**Run 1: cell classes on the final placement**

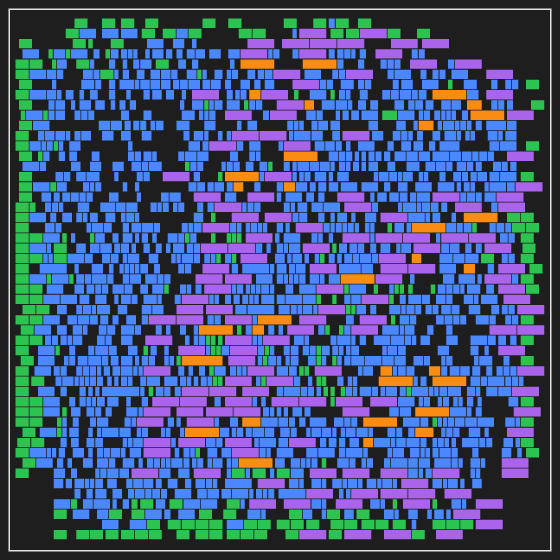
**Run 1: cell sizes after repair**

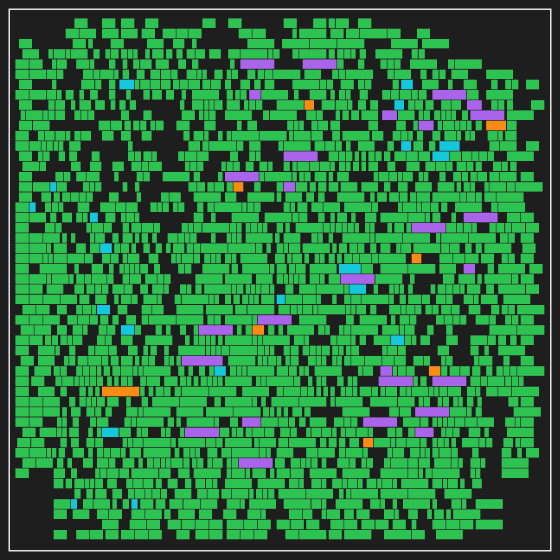
**Run 1: signal metal coverage by tile**

The bar under the picture is 50 um long. The die is cut into 29 by 29 equal tiles; dark blue is low, red is high, scaled to the fullest tile. Values are wire area over tile area, all layers added.
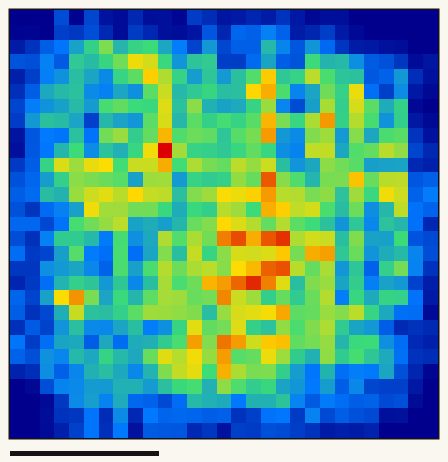
**Run 1: local utilization**

The bar under the picture is 50 um long. The die is cut into 14 by 14 equal tiles; dark blue is low, red is high, 0 to 100% covered.
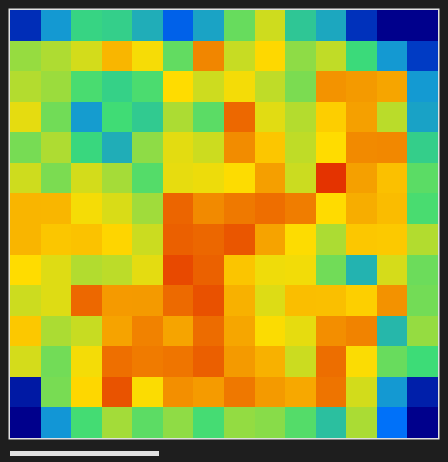
==> config.mk <==
export PLATFORM = sky130hd
export DESIGN_NAME = mac_accumulate_stage
export DESIGN_NICKNAME = d
export VERILOG_FILES = /design/src/rtl/mac_pkg.sv /design/src/rtl/mac_accumulate_stage_lane_adder.sv /design/src/rtl/mac_accumulate_stage.sv
export SDC_FILE = /design/constraint.sdc
export NUM_CORES = 1
export LEC_CHECK = 0
export ABC_CLOCK_PERIOD_IN_PS = 6100
export CORE_UTILIZATION = 57
export DETAILED_ROUTE_END_ITERATION = 16
export GPL_TIMING_DRIVEN = 0
export PLACE_DENSITY = 0.89
export SKIP_LAST_GASP = 1
export SYNTH_ARGS = -nofsm -noshare
export SYNTH_HDL_FRONTEND = slang
export SYNTH_SLANG_ARGS = --single-unit
export TNS_END_PERCENT = 5
==> constraint.sdc <==
create_clock -name clk -period 6.1 [get_ports clk]
set_input_delay 1.22 -clock clk [delete_from_list [all_inputs] [get_ports clk]]
set_output_delay 1.22 -clock clk [all_outputs]
set_load 0.01 [all_outputs]
==> Slide: Implementation Results, run 1 <==
Implementation Results

Power and ir drop
  • Switching power total: 1.07 mW
  • Fraction of power consumed by sequential logic: 36.5%
  • Logic pwr share: roughly 29%

Detailed routing
  • Met2 routed wirelength: 17000 um
  • Ratio of routed vias to standard cells: 6.37

Final layout
  • Fraction of final layout cells sized beyond drive strength 1: 3.23%

Floorplan
  • Die width: approximately 140 um
  • Y dimension of the die: 144 um

Critical path
  • CP Depth: 18
  • Top delay family on crit path: AND-OR/OR-AND gates
  • Max stage delay on crit path: 0.47 ns
  • Nature of the critical path startpoint: register
  • Buf/Inv on CP: 0
  • Worst-path maximum fanout: 5

Clocking
  • TritonCTS sink count: between 150 and 200
  • Largest buffer count on any clock path: 2
  • Cells resized by post-CTS repair: 0
  • Buffer type at the clock tree root: sky130_fd_sc_hd__clkbuf_16

Yosys
  • Post-synth top area share: 26.8%
  • Number of distinct standard cells referenced by the synthesized netlist: ~77

Status
  • Run status: complete, no violations

Final timing
  • Final min period: 5.55 ns
  • Final Hold Violation Tally: 0
  • Clock skew: 0.0117 ns

Place
  • Placed cell area: 13300 um^2
## Picture notes: 'cell classes on the final placement'
- blue: all other logic (cells 1276; share of their area 59%)
- orange: clock drivers and dummy loads (cells 32; share of their area 4.4%)
- green: other buffers and delay cells (cells 240; share of their area 14%)
- purple: flip-flops (cells 153; share of their area 23%)
Site Rows: 51
fraction of area in registers: 22.1%
final standard cell area without fillers: 13900 um^2
post-layout utilization of the core: 70.9%
Core Area: 19500 um^2

## Picture notes: 'cell sizes after repair'
- green: drive 1 or less (cells 1646; share 97%)
- orange: drive 3 to 4 (cells 8; share 0.47%)
- cyan: drive 2 (cells 20; share 1.2%)
- purple: drive 6 and up (cells 27; share 1.6%)
count of plain and timing-repair buffers in the layout: 240
post-layout worst setup margin: 0.553 ns
P&R area growth vs syn: 21.2%

## Picture notes: 'signal metal coverage by tile'
- nearly empty tiles: 5.2%
- densest ninth of the die: middle
- tiles over half the peak: 32%
- fullest tile: 0.84
- mean over tiles: 0.32
total vias in the final route: 12500
average wire per standard cell: 19.4 um
total detailed-routing wirelength: 38200 um

## Picture notes: 'local utilization'
- mean over tiles: 66%
- nearly empty tiles: 2.0%
- tiles over 75% full: 38%
- fullest tile: 94%
effective utilization at floorplan: 58.5%

run 1: placed cells by master (no fill, tap or decap), types with 43 or more instances in the layout:
master	instances
sky130_fd_sc_hd__a21oi_1	179
sky130_fd_sc_hd__nand2_1	157
sky130_fd_sc_hd__dfxtp_1	153
sky130_fd_sc_hd__clkdlybuf4s50_1	150
sky130_fd_sc_hd__nor2_1	140
sky130_fd_sc_hd__o21ai_0	122
sky130_fd_sc_hd__ha_1	91
sky130_fd_sc_hd__clkbuf_1	78
sky130_fd_sc_hd__a211oi_1	61
sky130_fd_sc_hd__nor3_1	45
sky130_fd_sc_hd__a21o_1	43
run 1: power groups by stage:
stage / Combinational, mW / Sequential [mW] / Clock, mW
5_1_grt: 0.984 / 1.13 / 1.10
3_3_place_gp: 0.849 / 1.14 / 0
4_1_cts: 0.877 / 1.13 / 1.06
3_5_place_dp: 0.867 / 1.15 / 0
2_1_floorplan: 0.601 / 1.12 / 0
6_report: 0.898 / 1.13 / 1.07
run 1: cell type report:
| cell class | instances | area (um^2) |
|---|---|---|
| Fill cell | 1599 | 5680 |
| Multi-Input combinational cell | 1241 | 7880 |
| Clock buffer | 19 | 453 |
| Buffer | 90 | 350 |
| Antenna cell | 1 | 2.50 |
| Timing Repair Buffer | 150 | 1500 |
| Clock inverter | 13 | 135 |
| Sequential cell | 153 | 3060 |
| Inverter | 35 | 131 |
| Tap cell | 265 | 332 |
run 1: logic make-up (layout without fill, tap and decap cells):
kind of cell	Yosys count	after routing	synth area share, %
buffers and inverters	125	307	4.22
AND-OR/OR-AND	558	558	30.7
flip-flops	153	153	26.8
other	0	1	0
adder cells (fa/ha/maj)	96	96	10.8
AND/OR/NAND/NOR	498	498	20.3
multiplexers	28	28	2.51
XOR/XNOR	61	61	4.68
run 1: cells in the mapped netlist (35+ instances only):
cell / n
sky130_fd_sc_hd__a211oi_1: 61
sky130_fd_sc_hd__ha_1: 91
sky130_fd_sc_hd__nand2_1: 157
sky130_fd_sc_hd__a21o_1: 43
sky130_fd_sc_hd__xnor2_1: 41
sky130_fd_sc_hd__a21oi_1: 179
sky130_fd_sc_hd__inv_1: 35
sky130_fd_sc_hd__nor3_1: 45
sky130_fd_sc_hd__nand3_1: 38
sky130_fd_sc_hd__o21ai_0: 122
sky130_fd_sc_hd__dfxtp_1: 153
sky130_fd_sc_hd__clkbuf_1: 78
sky130_fd_sc_hd__nor2_1: 140
run 1: worst register-to-register path, delay by kind of cell, from the launching register on:
kind                       cells  cell delay, ns
and+or+nand+nor                2            0.52
DFF                            1            0.37
AOI/OAI and AO/OA             12            3.23
adders and majority gates      4            1.33
run 1: routing by layer:
layer  track usage [%]  vias up
met5                 0        -
met4              19.5        0
met3              6.66      130
met2              60.7      723
met1              48.9     5754
li1                  -     5929
## Run 2: what changed since run 1
Settings changed: SLEW_MARGIN from default to 30.
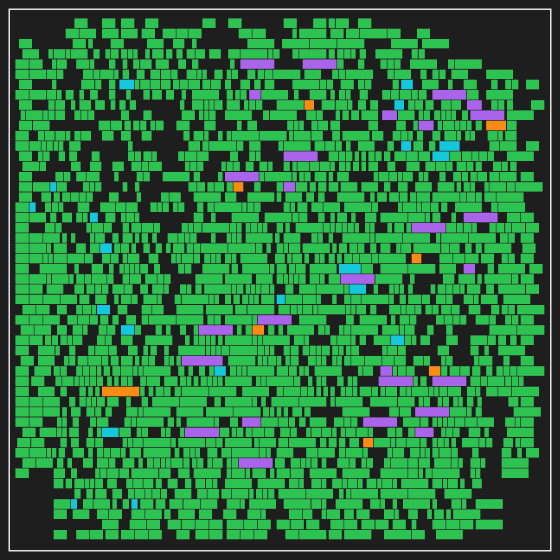
**Above:** run 2 (cell sizes after repair).
- green: drive 1 or less (cells 1646; share 97%)
- purple: drive 6 and up (cells 27; share 1.6%)
- cyan: drive 2 (cells 20; share 1.2%)
- orange: drive 3 to 4 (cells 8; share 0.47%)

==> run 2 against run 1 <==
Combinational power is essentially flat. Non-clock buffer count is the same. Worst setup slack is the same. Routed wire length is the same. Clock skew is the same. Hold slack is the same. First-iteration DRC count is the same. Power is the same. Clock power is essentially flat. Fmax is the same. Count of clock-buffer cells in the layout is the same. Flip-flop count is the same. Largest power group unchanged.
==> Slide: Implementation Results, run 2 <==
Implementation Results

Floorplan
  • Core Area: 19500 um^2
  • Die width: around 140 um
  • Effective utilization at floorplan: 58.5%
  • Y dimension of the die: 144 um
  • Site Rows: a little over 50

Final timing
  • Clock skew: ~0.012 ns
  • Post-layout worst setup margin: 0.553 ns
  • Final Hold Violation Tally: 0
  • Final min period: 5.55 ns

Status
  • Run status: complete, no violations

Final layout
  • Final standard cell area without fillers: 13900 um^2
  • P&R area growth vs syn: 21.2%
  • Top library cells by usage in the layout, fill and taps aside: 179 x sky130_fd_sc_hd__a21oi_1, 157 x sky130_fd_sc_hd__nand2_1, 153 x sky130_fd_sc_hd__dfxtp_1, 150 x sky130_fd_sc_hd__clkdlybuf4s50_1, 140 x sky130_fd_sc_hd__nor2_1
  • Filler Cells Inserted: 1599
  • Top logic cell by instance count in the layout: sky130_fd_sc_hd__a21oi_1

Global route
  • Maximum number of pins on one net before global-route repair: 17
  • Antenna violations before repair: 1
  • First-pass GRT wire length: 60400 um

Detailed routing
  • Total vias in the final route: 12500
  • Ratio of routed vias to standard cells: approximately 6.4
  • Total detailed-routing wirelength: 38200 um
  • Detailed-route DRC error count: 0
  • Average wire per standard cell: 19.4 um

Critical path
  • Worst-path maximum fanout: 5
  • Max stage delay on crit path: 0.47 ns
  • CP cell instances: ha_1 -> fa_1 -> a211oi_1 -> o21ai_1 -> a31oi_1 -> o21ai_1 -> a221oi_1 -> or2_2 -> fa_1 -> fa_1 -> nand2b_1 -> a21o_1 -> a211oi_1 -> o21ai_1 -> a211o_1 -> a211oi_2 -> o22ai_2 -> o41ai_2
  • Nature of the critical path startpoint: register
  • Data required time at the worst endpoint: 6.44 ns

Clocking
  • Largest buffer count on any clock path: 2
  • TritonCTS sink count: 153
  • Cells resized by post-CTS repair: 0
  • Clock buffers created by TritonCTS: 17

Power and ir drop
  • Switching power total: 1.07 mW
  • Fraction of power consumed by sequential logic: 36.5%
  • Logic pwr share: 29.0%

Yosys
  • Synthesized instance count: 1519
  • Dominant cell by count in the synthesized netlist: sky130_fd_sc_hd__a21oi_1
  • Post-synth top area share: between 20% and 30%
  • Most numerous cell types in the synthesized netlist: 179 x sky130_fd_sc_hd__a21oi_1, 157 x sky130_fd_sc_hd__nand2_1, 153 x sky130_fd_sc_hd__dfxtp_1
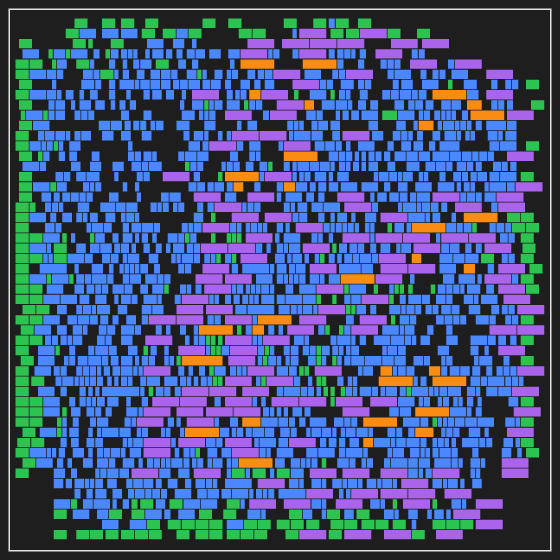
**Above:** run 2 (cell classes on the final placement).
- purple: flip-flops (cells 153; share of their area 23%)
- orange: clock drivers and dummy loads (cells 32; share of their area 4.4%)
- green: other buffers and delay cells (cells 240; share of their area 14%)
- blue: all other logic (cells 1276; share of their area 59%)

run 2: cell counts after synthesis:
No cell type changed its count.
run 2: cells by family after synthesis:
| logic type | synth area share, % |
|---|---|
| compound gates | 30.7 |
| flops | 26.8 |
| fa+ha+maj | 10.8 |
| xor+xnor | 4.68 |
| buf+inv | 4.22 |
| simple gates | 20.3 |
| mux | 2.51 |
run 2: per-stage QoR:
| stage | total power, mW | utilization, % |
|---|---|---|
| floorplan | 1.72 | - |
| global placement | 1.99 | 67.9 |
| detailed placement | 2.01 | 67.9 |
| CTS | 3.06 | 70.9 |
| global route | 3.22 | 70.9 |
| finish | 3.10 | 70.9 |
run 2: critical path: cells and delay by family (launching register included):
kind	cells	cell delay (ns)
compound gates	12	3.23
flops	1	0.37
simple gates	2	0.52
fa+ha+maj	4	1.33
run 2: layer usage:
layer	global-route usage, %	up-vias	part of all wire [%]
met5	0	-	0
met4	19.5	0	4.7
met3	6.66	130	11
met2	60.7	723	45
met1	48.9	5754	40
li1	-	5929	-
run 2: final cells by class:
class	instances	area, um^2	share of cell area, %
multi-input cells	1241	7880	56.9
inverters	35	131	0.949
well taps	265	332	2.39
clock inverters	13	135	0.976
diodes	1	2.50	0.0181
clock buffers	19	453	3.27
plain buffers	90	350	2.53
repair buffers	150	1500	10.8
flip-flops and latches	153	3060	22.1
run 2: power groups by stage:
| stage | sequential [mW] | combinational, mW | clock, mW |
|---|---|---|---|
| floorplan | 1.12 | 0.601 | 0 |
| finish | 1.13 | 0.898 | 1.07 |
| CTS | 1.13 | 0.877 | 1.06 |
| detailed placement | 1.15 | 0.867 | 0 |
| global placement | 1.14 | 0.849 | 0 |
| global route | 1.13 | 0.984 | 1.10 |
Power figures rest on the tool's default switching activity, not on a simulated workload.
